**Clock wiring as the flow saved it**

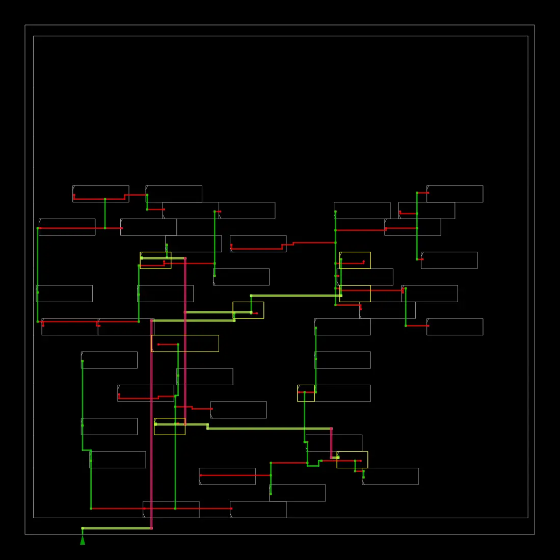
**Sequential cells grouped by signal name**

Other sequential cells in the stronger gray, the rest of the logic in the fainter gray.
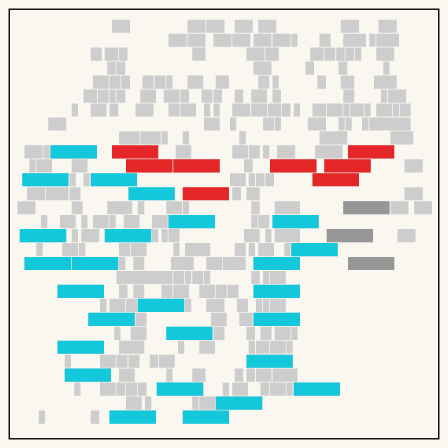
**Logic cells by family**

Scale bar: 20 um.
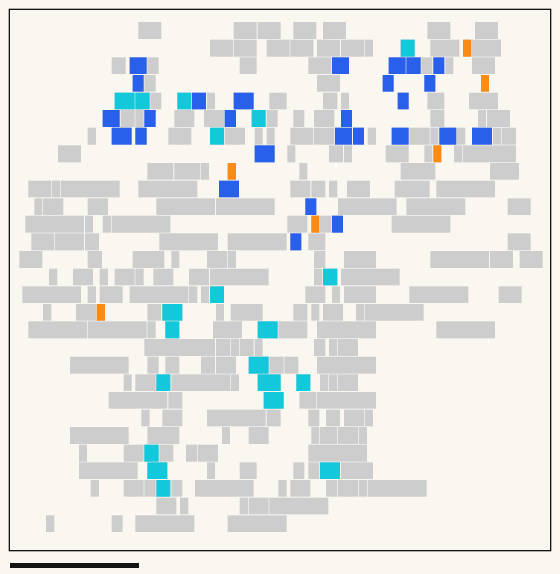
**Wiring by layer**

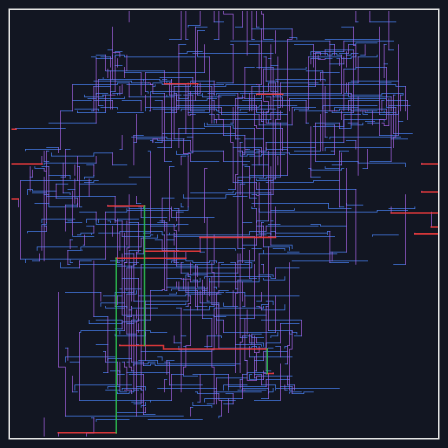
**I/O pins on the die edge**

Pins as bars across the die edge, other pins in gray.
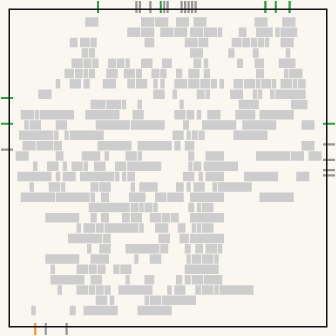
File: config.mk
export PLATFORM = sky130hd
export DESIGN_NAME = bcd_interval_timer_flat
export DESIGN_NICKNAME = d
export VERILOG_FILES = /design/src/rtl/bcd_interval_timer_if.sv /design/src/rtl/bcd_interval_timer.sv /design/src/flat_wrapper.sv
export SDC_FILE = /design/constraint.sdc
export NUM_CORES = 1
export LEC_CHECK = 0
export CAP_MARGIN = 20
export CORE_MARGIN = 1
export CORE_UTILIZATION = 35
export CTS_CLUSTER_SIZE = 20
export DETAILED_ROUTE_END_ITERATION = 16
export PLACE_DENSITY = 0.54
export SYNTH_ARGS = -nofsm -noshare
export SYNTH_HDL_FRONTEND = slang
export SYNTH_SLANG_ARGS = --single-unit
File: constraint.sdc
create_clock -name CLOCK_50_I -period 4.5 [get_ports CLOCK_50_I]
set_clock_uncertainty 0.2 [all_clocks]
set_input_delay 1.125 -clock CLOCK_50_I [delete_from_list [all_inputs] [get_ports CLOCK_50_I]]
set_output_delay 1.125 -clock CLOCK_50_I [all_outputs]
set_load 0.03 [all_outputs]
File: src/rtl/bcd_interval_timer_if.sv
// Control/status bundle for bcd_interval_timer.
// master drives enable/direction/clear/load; slave returns count and status pulses.
interface bcd_interval_timer_if #(
  parameter int NUM_DIGITS = 2
);
  logic                    enable_i;
  logic                    up_down_i;
  logic                    clear_i;
  logic                    load_i;
  logic [4*NUM_DIGITS-1:0] load_value_i;
  logic [4*NUM_DIGITS-1:0] count_o;
  logic                    tick_o;
  logic                    wrap_o;
  logic                    done_o;
  logic                    load_err_o;

  modport master (
    output enable_i, up_down_i, clear_i,
    output load_i, load_value_i,
    input  count_o, tick_o, wrap_o,
    input  done_o, load_err_o
  );

  modport slave (
    input  enable_i, up_down_i, clear_i,
    input  load_i, load_value_i,
    output count_o, tick_o, wrap_o,
    output done_o, load_err_o
  );
endinterface

File: src/rtl/bcd_interval_timer.sv
// Programmable-tick N-digit BCD up/down counter, wrap or one-shot.
// Ports: CLOCK_50_I, resetn (async low), tif = control in / count+status out.
module bcd_interval_timer #(
  parameter int                      CLK_DIV    = 50000000,
  parameter int                      NUM_DIGITS = 2,
  parameter logic [4*NUM_DIGITS-1:0] MAX_BCD    = 'h59,
  parameter bit                      WRAP_EN    = 1'b1
) (
  input logic                CLOCK_50_I,
  input logic                resetn,
  bcd_interval_timer_if.slave tif
);
  localparam int W  = 4 * NUM_DIGITS;
  localparam int DW = $clog2(CLK_DIV);
  localparam logic [DW-1:0] DIV_LAST = DW'(CLK_DIV - 1);

  typedef enum logic { RUN, DONE } state_t;

  state_t          state_q, state_d;
  logic [DW-1:0]   div_q, div_d;
  logic [W-1:0]    count_q, count_d;
  logic            tick_q, tick_d;
  logic            wrap_q, wrap_d;
  logic            err_q, err_d;

  logic            run;
  logic            step;
  logic            at_term;
  logic            load_ok;
  logic [DW-1:0]   div_nxt;

  function automatic logic [W-1:0] bcd_inc(input logic [W-1:0] v);
    logic [W-1:0] r;
    logic         c;
    r = v;
    c = 1'b1;
    for (int i = 0; i < NUM_DIGITS; i++) begin
      if (c) begin
        if (r[4*i+:4] == 4'd9) begin
          r[4*i+:4] = 4'd0;
        end else begin
          r[4*i+:4] = r[4*i+:4] + 4'd1;
          c = 1'b0;
        end
      end
    end
    return r;
  endfunction

  function automatic logic [W-1:0] bcd_dec(input logic [W-1:0] v);
    logic [W-1:0] r;
    logic         b;
    r = v;
    b = 1'b1;
    for (int i = 0; i < NUM_DIGITS; i++) begin
      if (b) begin
        if (r[4*i+:4] == 4'd0) begin
          r[4*i+:4] = 4'd9;
        end else begin
          r[4*i+:4] = r[4*i+:4] - 4'd1;
          b = 1'b0;
        end
      end
    end
    return r;
  endfunction

  function automatic logic bcd_ok(input logic [W-1:0] v);
    logic ok;
    ok = 1'b1;
    for (int i = 0; i < NUM_DIGITS; i++) begin
      if (v[4*i+:4] > 4'd9) ok = 1'b0;
    end
    return ok;
  endfunction

  // Divider only advances while enabled and not parked in DONE.
  assign run     = tif.enable_i && (state_q == RUN);
  assign step    = run && (div_q == DIV_LAST);
  assign div_nxt = (div_q == DIV_LAST) ? '0 : div_q + DW'(1);
  assign at_term = tif.up_down_i ? (count_q == MAX_BCD)
                                 : (count_q == '0);
  // Valid BCD compares correctly as a plain unsigned number.
  assign load_ok = bcd_ok(tif.load_value_i) &&
                   (tif.load_value_i <= MAX_BCD);

  always_comb begin
    state_d = state_q;
    div_d   = div_q;
    count_d = count_q;
    tick_d  = 1'b0;
    wrap_d  = 1'b0;
    err_d   = 1'b0;
    if (tif.clear_i) begin
      div_d   = '0;
      count_d = '0;
      state_d = RUN;
    end else if (tif.load_i) begin
      if (load_ok) begin
        count_d = tif.load_value_i;
        div_d   = '0;
        state_d = RUN;
      end else begin
        err_d = 1'b1;
        if (run) div_d = div_nxt;
      end
    end else begin
      if (run) div_d = div_nxt;
      if (step) begin
        if (at_term) begin
          wrap_d = 1'b1;
          if (WRAP_EN) begin
            tick_d  = 1'b1;
            count_d = tif.up_down_i ? '0 : MAX_BCD;
          end else begin
            state_d = DONE;
          end
        end else begin
          tick_d  = 1'b1;
          count_d = tif.up_down_i ? bcd_inc(count_q)
                                  : bcd_dec(count_q);
        end
      end
    end
  end

  always_ff @(posedge CLOCK_50_I or negedge resetn) begin
    if (!resetn) begin
      state_q <= RUN;
      div_q   <= '0;
      count_q <= '0;
      tick_q  <= 1'b0;
      wrap_q  <= 1'b0;
      err_q   <= 1'b0;
    end else begin
      state_q <= state_d;
      div_q   <= div_d;
      count_q <= count_d;
      tick_q  <= tick_d;
      wrap_q  <= wrap_d;
      err_q   <= err_d;
    end
  end

  assign tif.count_o    = count_q;
  assign tif.tick_o     = tick_q;
  assign tif.wrap_o     = wrap_q;
  assign tif.done_o     = (state_q == DONE);
  assign tif.load_err_o = err_q;
endmodule

File: src/flat_wrapper.sv
// flat-port wrapper written by rule: the top's interface ports become plain ports
module bcd_interval_timer_flat 
#(
  parameter int                      CLK_DIV    = 50000000,
  parameter int                      NUM_DIGITS = 2,
  parameter logic [4*NUM_DIGITS-1:0] MAX_BCD    = 'h59,
  parameter bit                      WRAP_EN    = 1'b1
)
  (CLOCK_50_I, resetn, tif_enable_i, tif_up_down_i, tif_clear_i, tif_load_i, tif_load_value_i, tif_count_o, tif_tick_o, tif_wrap_o, tif_done_o, tif_load_err_o);
  bcd_interval_timer_if #(.NUM_DIGITS(NUM_DIGITS)) tif_i ();
  input logic CLOCK_50_I;
  input logic resetn;
  input wire logic [$bits(tif_i.enable_i)-1:0] tif_enable_i;
  input wire logic [$bits(tif_i.up_down_i)-1:0] tif_up_down_i;
  input wire logic [$bits(tif_i.clear_i)-1:0] tif_clear_i;
  input wire logic [$bits(tif_i.load_i)-1:0] tif_load_i;
  input wire logic [$bits(tif_i.load_value_i)-1:0] tif_load_value_i;
  output wire logic [$bits(tif_i.count_o)-1:0] tif_count_o;
  output wire logic [$bits(tif_i.tick_o)-1:0] tif_tick_o;
  output wire logic [$bits(tif_i.wrap_o)-1:0] tif_wrap_o;
  output wire logic [$bits(tif_i.done_o)-1:0] tif_done_o;
  output wire logic [$bits(tif_i.load_err_o)-1:0] tif_load_err_o;
  assign tif_i.enable_i = tif_enable_i;
  assign tif_i.up_down_i = tif_up_down_i;
  assign tif_i.clear_i = tif_clear_i;
  assign tif_i.load_i = tif_load_i;
  assign tif_i.load_value_i = tif_load_value_i;
  assign tif_count_o = tif_i.count_o;
  assign tif_tick_o = tif_i.tick_o;
  assign tif_wrap_o = tif_i.wrap_o;
  assign tif_done_o = tif_i.done_o;
  assign tif_load_err_o = tif_i.load_err_o;
  bcd_interval_timer #(.CLK_DIV(CLK_DIV), .NUM_DIGITS(NUM_DIGITS), .MAX_BCD(MAX_BCD), .WRAP_EN(WRAP_EN)) u_core (.CLOCK_50_I(CLOCK_50_I), .resetn(resetn), .tif(tif_i));
endmodule
==> notes.md <==
The full implementation flow was run.

The run finished with clean final reports. The data required time of the worst path stands at 4.49 ns. The via count stands at 1,884. The longest clock path from root to sink contains 2 buffers. The final estimated routing congestion in global placement stands at 0.851. The number of cells on the worst reg-to-reg path stands at 7. The worst setup path is launched from an input port.

After detailed routing, the number of remaining DRC violations is 0. The number of instances in the placed design stands at around 350. Routing resource usage on met3 recorded by global route was 0.0249. The synthesis-to-layout area growth stands at 17.9%. Summed over all nets, the half-perimeter wirelength after detailed placement is 3.58 mm. The routed design shows a wire length per standard cell of 14.3 um. The maximum operating frequency stands at 299 MHz. For the worst reg-to-reg path, the endpoint reported by OpenROAD is u_core.tif.count_o[1]. Post-CTS timing repair inserted 0 buffers for setup. The cell-mix breakdown from Yosys lists the compound-gate area share as 0.118. The synthesis run identifies the leading combinational cell family as simple AND/OR/NAND/NOR gates. The pin count of the biggest net entering global routing stands at 38. Of the synthesized area, sequential elements account for 0.399.

In this run, post-CTS hold repair placed 0 buffers. The power report puts the leakage power at 1.13 nW. The final setup TNS stands at 0 ns. The worst register-to-register path begins at u_core.tif.count_o[4]. The number of antenna violations at the first check in global routing stands at 0. The multiplexer share of the synthesized area stands at 0.0453. With fillers left out, the area of the finished cells amounts to approximately 0.0027 sq mm. Counting I/O delays and the setup requirement, the final critical path takes 3.35 ns.

The signal arrival time at the worst endpoint stands at 3.34 ns. The post-synthesis cell area stands at 0.00232 sq mm. The global routing report lists met2 layer usage as 0.238.

The number of warnings printed during yosys synthesis stands at 0. The transition at the pin with the smallest max-transition slack stands at 0.840 ns. Looking at the hold checks, the worst path lands on u_core.div_q[22]. 26 I/O pins were placed. The post-synthesis area per instance stands at ~9 sq um. The adder and majority gate portion of the synthesized area stands at 0.0270.

The root buffer cell chosen for the clock tree is clkbuf_8. The least setup slack across all paths after layout stands at 1.15 ns. Along the worst path, the maximum fanout reaches 5. Yosys mapped a number of flops with a built-in enable equal to 0. Looking at area per cell type in the netlist, the leader is dfrtp_1. The hold slack stands at roughly 0.36 ns. The CTS log lists the clock sinks for this run as 37. The overall power after layout stands at 0.841 mW.

The synthesized flop and latch total stands at 37. The internal reg-to-reg setup slack stands at 1.93 ns. The detail route stage leaves a number of antenna-violating nets equal to 0.

The core footprint stands at 0.00639 sq mm. Overall routing resource usage recorded by global route was 0.161. The cell count after synthesis stands at 256. Global route summary, busiest routing layer listed as met2. Per the post-synthesis report, the nets total 275.

The die covers between 0.006 and 0.007 sq mm. For reference, the final report shows the max-slew violation count at 0. In this run, the synthesized area fraction spent on and/or/nand/nor cells is recorded as 0.279. Of the total synthesized cell area, the portion taken by XOR and XNOR cells is 0.0982. The report lists the number of cells resized after CTS as 0.

Summed over all layers, the routed wires come to 5.09 mm. The number of detailed-routing iterations run before antenna repair stands at 4. For reference, the critical path is captured by u_core.tif.count_o[2].

In the CTS report, the clock slew at the register clock pins of the worst setup and hold paths is listed as 0.08 ns. The share of the synthesized area in the top cell type stands at 0.399. The detailed router finished its first iteration with 143 violations. The number of levels the H-tree was split into stands at 2. The final-report setup violation count stands at 0. The commonest register cell is dfrtp_1. The share of the cycle needed by the critical path after routing stands at 0.744. Across the run, the number of max-cap violations was 0. The peak supply drop stands at 0.000144 V. The synth_stat.txt file lists the number of cells as 256. TritonCTS built the clock tree. Per STA, the startpoint of the critical path is tif_enable_i.

0 antenna diodes ended up in the layout. The first global-routing pass estimated 9.00 mm of wire. The total number of warnings across the stage logs stands at 29. The post-placement cell area is 0.00262 sq mm. The most critical min-delay path falls under register to register. The headroom to the max-slew limit stands at 0.436. Looking at hold timing, the worst path starts from u_core.div_q[22]. The cell area power density stands at 308 mW/mm^2.

The proportion of register bits with asynchronous set or reset after synthesis stands at 1.00. The layout summary lists the proportion of cells stronger than drive strength 1 as 0.0755. The via count of the first global-routing pass was 1,839. The number of cell rows stands at 29. Endpoints failing hold in the final report were tallied at 0. For this configuration, the core starts out at a cell density of 0.363.

Setup repair after global routing left no endpoint under its margin. Synthesis instantiated 56 different standard cells from the library. The worst setup path is of the input port to register kind. In the routed layout, each cell is associated on average with a via count of 5.31. The setup slack at placement stands at 0.822 ns. STA classifies the critical path endpoint as a register.

The final-stage net count stands at roughly 300. Post-synthesis, Yosys gives the total cell area as 0.00232 sq mm. The met1 routing resource usage after global routing stands at 0.235. Summed over all layers, the global routing overflow is 0.

After synthesis, the cell types taking the most area are dfrtp_1 40%, xor2_1 8.3%, nor2_1 6.1%. The instance count along the most critical hold path stands at 2.
About 'clock wiring as the flow saved it':
number of flip-flops and latches: 37
number of buffers added by the clock tree synthesis step: 5
clk latency late pin: 0.30 ns
count of clock buffers in the final design: 6
P_clk: 0.306 mW

About 'sequential cells grouped by signal name':
u_core.div_q -> cyan  # flops 26
u_core.tif.count_o -> red  # flops 8
Flop area: 926 sq um
share of the core filled with cells in the final layout: 0.428
sequential share of cell area: 0.339
power consumed by sequential cells: 0.369 mW

About 'logic cells by family':
and/or cells -> cyan  # cells 20, most used and2_1
aoi and oai cells -> blue  # cells 27, most used a21oi_1
inv cells -> orange  # cells 6, most used inv_1
top logic cell by instance count in the layout: nor2_1
combinational share of cell area: 0.483
Finished Layout Cells: 355

About 'wiring by layer':
M3 -> red  # wire length 128 um
M4 -> green  # wire length 66.0 um
M2 -> purple  # wire length 2,200 um
M1 -> blue  # wire length 2,700 um

About 'I/O pins on the die edge':
tif_count_o -> green  # pins 8, direction output, edge 5 top, 2 left, 1 right
tif_done_o -> orange  # pins 1, direction output, edge bottom
all pins by edge = 15 top, 5 right, 3 bottom, 3 left
Chip Height: 83.4 um
Port Buf Inserts: 24
Die X-Extent: 83.4 um

-- cells in the mapped netlist (6+ instances only) --
cell and number:
nor2_1 38, dfrtp_1 37, xor2_1 22, nand2_1 20
nand3_1 12, nand4_1 10, clkbuf_1 8, a21oi_1 7
and2_1 6, inv_1 6, nor2b_1 6, o21ai_0 6
-- critical path, cell delays in order --
cell,delay (ns)
clkdlybuf4s50_1,0.58
nand4_1,0.27
nor2_1,0.35
nand4_2,0.22
o21ai_0,0.41
mux2_2,0.38
-- power breakdown --
| part | switching (mW) | internal, mW |
|---|---|---|
| sequential | 0.0258 | 0.343 |
| combinational | 0.0924 | 0.0740 |
| clock | 0.126 | 0.180 |
-- cell type report --
type,count,area (sq um)
Clock buffer,6,82.6
Clock inverter,2,37.5
Tap cell,77,96.3
Fill cell,643,3650
Inverter,6,22.5
Sequential cell,37,926
Multi-Input combinational cell,201,1320
Timing Repair Buffer,26,250
-- registers in the layout, indices dropped and copies added, names as in the netlist --
name	flops
u_core.div_q	26
u_core.tif.count_o	8
u_core.tif.load_err_o	1
u_core.tif.tick_o	1
u_core.tif.wrap_o	1
-- cell usage in the layout, fill, tap and decap left out, types with 7 or more instances in the layout --
master	n
nor2_1	38
nand4_1	10
dfrtp_1	37
nand2_1	20
nand3_1	12
a21oi_1	7
xor2_1	22
clkdlybuf4s50_1	23
-- logic make-up (layout without fill, tap and decap cells) --
logic type,count (synthesis),after routing
other,1,1
buffers and inverters,18,40
xor gates and xnor gates,26,26
adders and majority gates,5,5
DFF,37,37
muxes,8,8
AOI/OAI and AO/OA,38,38
and+or+nand+nor,123,123
-- layer usage --
layer | up-vias | wire length, um
li1 | 944 | -
met1 | 913 | 2700
met2 | 20 | 2200
met3 | 7 | 127
met4 | 0 | 65
met5 | - | 0
Power and IR drop assume default switching activity.
